Sequential cells coloured by netlist name:
Bar = 20 um. Other sequential cells in the stronger grey, the rest of the logic in the fainter grey.
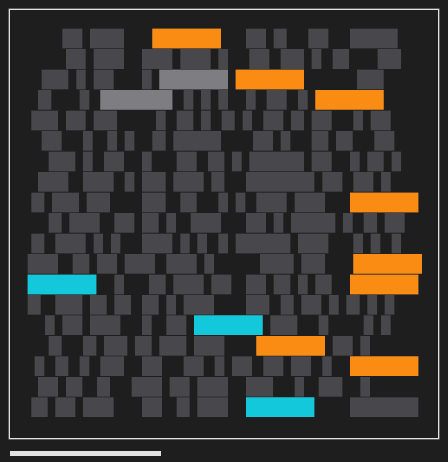
Selected gate families:
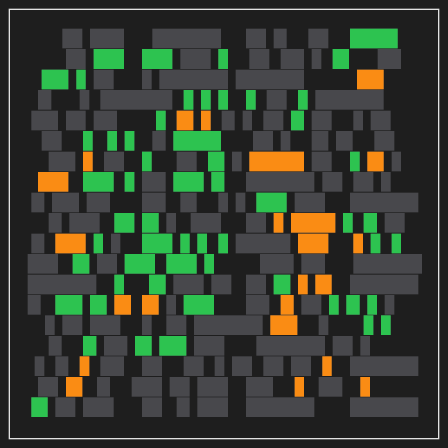
Metal layers overlaid:
Bar = 20 um. Only two layers are drawn.
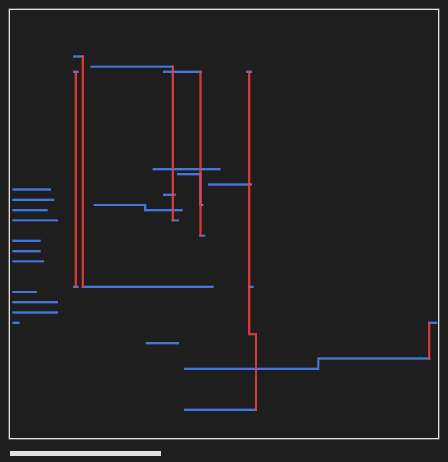
Placement by cell class:
Bar = 20 um.
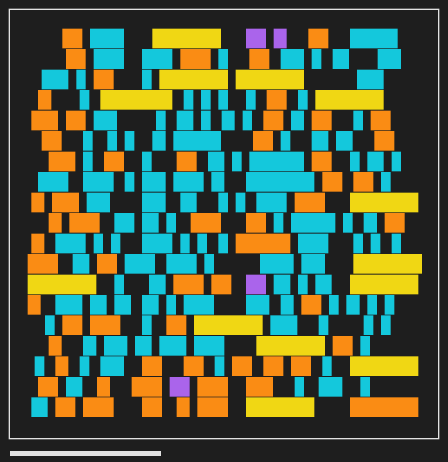
Design cruce_scheduler, sky130hd; sources not shown.
==> flow_summary.toml <==
# physical design summary
[status]
run_status = "finished, violations left"
violated_checks = "setup timing"

[placement]
gp_congestion = 0.846
dp_slack_ns = -0.243

[route]
vias_per_cell = 5.15

[finish]
final_cell_mix = "sky130_fd_sc_hd__buf_4 (34), sky130_fd_sc_hd__nand2_1 (27), sky130_fd_sc_hd__inv_1 (15)"
insertedDiodeCount = 0
drive_above_1_share = 0.579
finish.net_count = 204

[cts]
cts_tree = "yes"
post_cts_resized = 65
clock_insertion_delay_worst_skew_ns = 0.31
clk_pin_slew_ns = 0.11

[global_routing]
grtUsageTotal = 0.243
wire_length_of_the_first_global_routing_pass_mm = 6.01

[power]
power.largest_group = "combinational cells"
seq_power_share = 0.161
static-leakage-power_nw = 0.889
clockNetworkPower_mw = 0.306

[worst_setup_path]
critPathSlowestCell = "sky130_fd_sc_hd__dfrtp_1"
category_of_the_worst_setup_path_capture_point = "flop"
worstPathMaxFanout = 5
cp_cell_sequence = "buf_6 -> buf_6 -> nand2_4 -> a211oi_2 -> buf_4 -> nor2_1 -> nand2_1 -> nand2_1 -> nand2_1"
timing.critical_path.from_type = "flop"
regToRegSetupSlack_ns = -0.41
worst_path_largest_cell_delay_ns = 0.44

[synth]
synthMostInstantiatedCell = "sky130_fd_sc_hd__nand2_1"
topCellsByArea = "sky130_fd_sc_hd__dfrtp_1 (35%), sky130_fd_sc_hd__nand2_1 (15%), sky130_fd_sc_hd__inv_1 (8.2%)"
yosysWarningCount = 0
syn_avg_cell_area_um2 = 6.87
postSynthSeqShare = 0.353

[timing]
timing.final.ws_setup_ns = -0.413
setup_viol_count_final = 23
finalHoldViolations = 0
period_needed_ns = 1.66
grt_setup_unrepaired = "true"
final_tally_of_max_slew_violations = 0

[job]
max-cap-violations = 0
warning_count = 28

[floorplanning]
fp_util = 0.340

[hold_path]
hold_path.class = "in2async"
About 'sequential cells coloured by netlist name':
Key: `Estado` = cyan [flops 3]; `cnt` = orange [flops 8]
Another 2 sequential cells are not coloured.
sequential-cell power consumption: 0.751 mW
area of all sequential standard cells: 327 um^2
Post-Route Utilization: 0.624
register share of the cell area: 0.193

About 'selected gate families':
Key: NAND gates = green [cells 56]; NOR gates = orange [cells 23]
Comb/total area: 0.408
top logic cell by instance count in the layout: sky130_fd_sc_hd__buf_4
Non-Filler Instances: 228

About 'metal layers overlaid':
Key: met4 = red [wire length 152 um]; met3 = blue [wire length 166 um]
WL/cell: 18.7 um
detailed-route via count: 1175

About 'placement by cell class':
Key: all other logic = cyan [cells 120]; other buffers and delay cells = orange [cells 60]; clock drivers and dummy loads = purple [cells 4]; flops = yellow [cells 13]
Rows: 19
final non-filler cell area: 1690 um^2
CORE AREA: 2710 um^2

per-stage QoR:
stage	std cells	TNS [ns]	utilization	hold slack [ns]	cell area (um^2)
after floorplan	133	-0.950	-	0.0645	913
after global placement	209	-2.59	0.494	0.465	1340
after detailed placement	209	-3.70	0.494	0.481	1340
after CTS	222	-3.47	0.545	0.178	1480
after global routing	228	-7.13	0.624	0.210	1690
final	228	-5.81	0.624	0.169	1690
final cells by class:
cell class                 count  area share
clock buffer                   3      0.0133
clock inverter                 1     0.00296
inverter                      23      0.0585
multi-input combinational     97       0.408
sequential                    13       0.193
tap                           31      0.0229
timing repair buffer          60       0.301
routing by layer:
layer | global-route usage | share of wire
met1 | 0.249 | 0.36
met2 | 0.477 | 0.56
met3 | 0.0346 | 0.039
met4 | 0.106 | 0.036
met5 | 0 | 0
Power figures rest on the tool's default switching activity, not on a simulated workload.
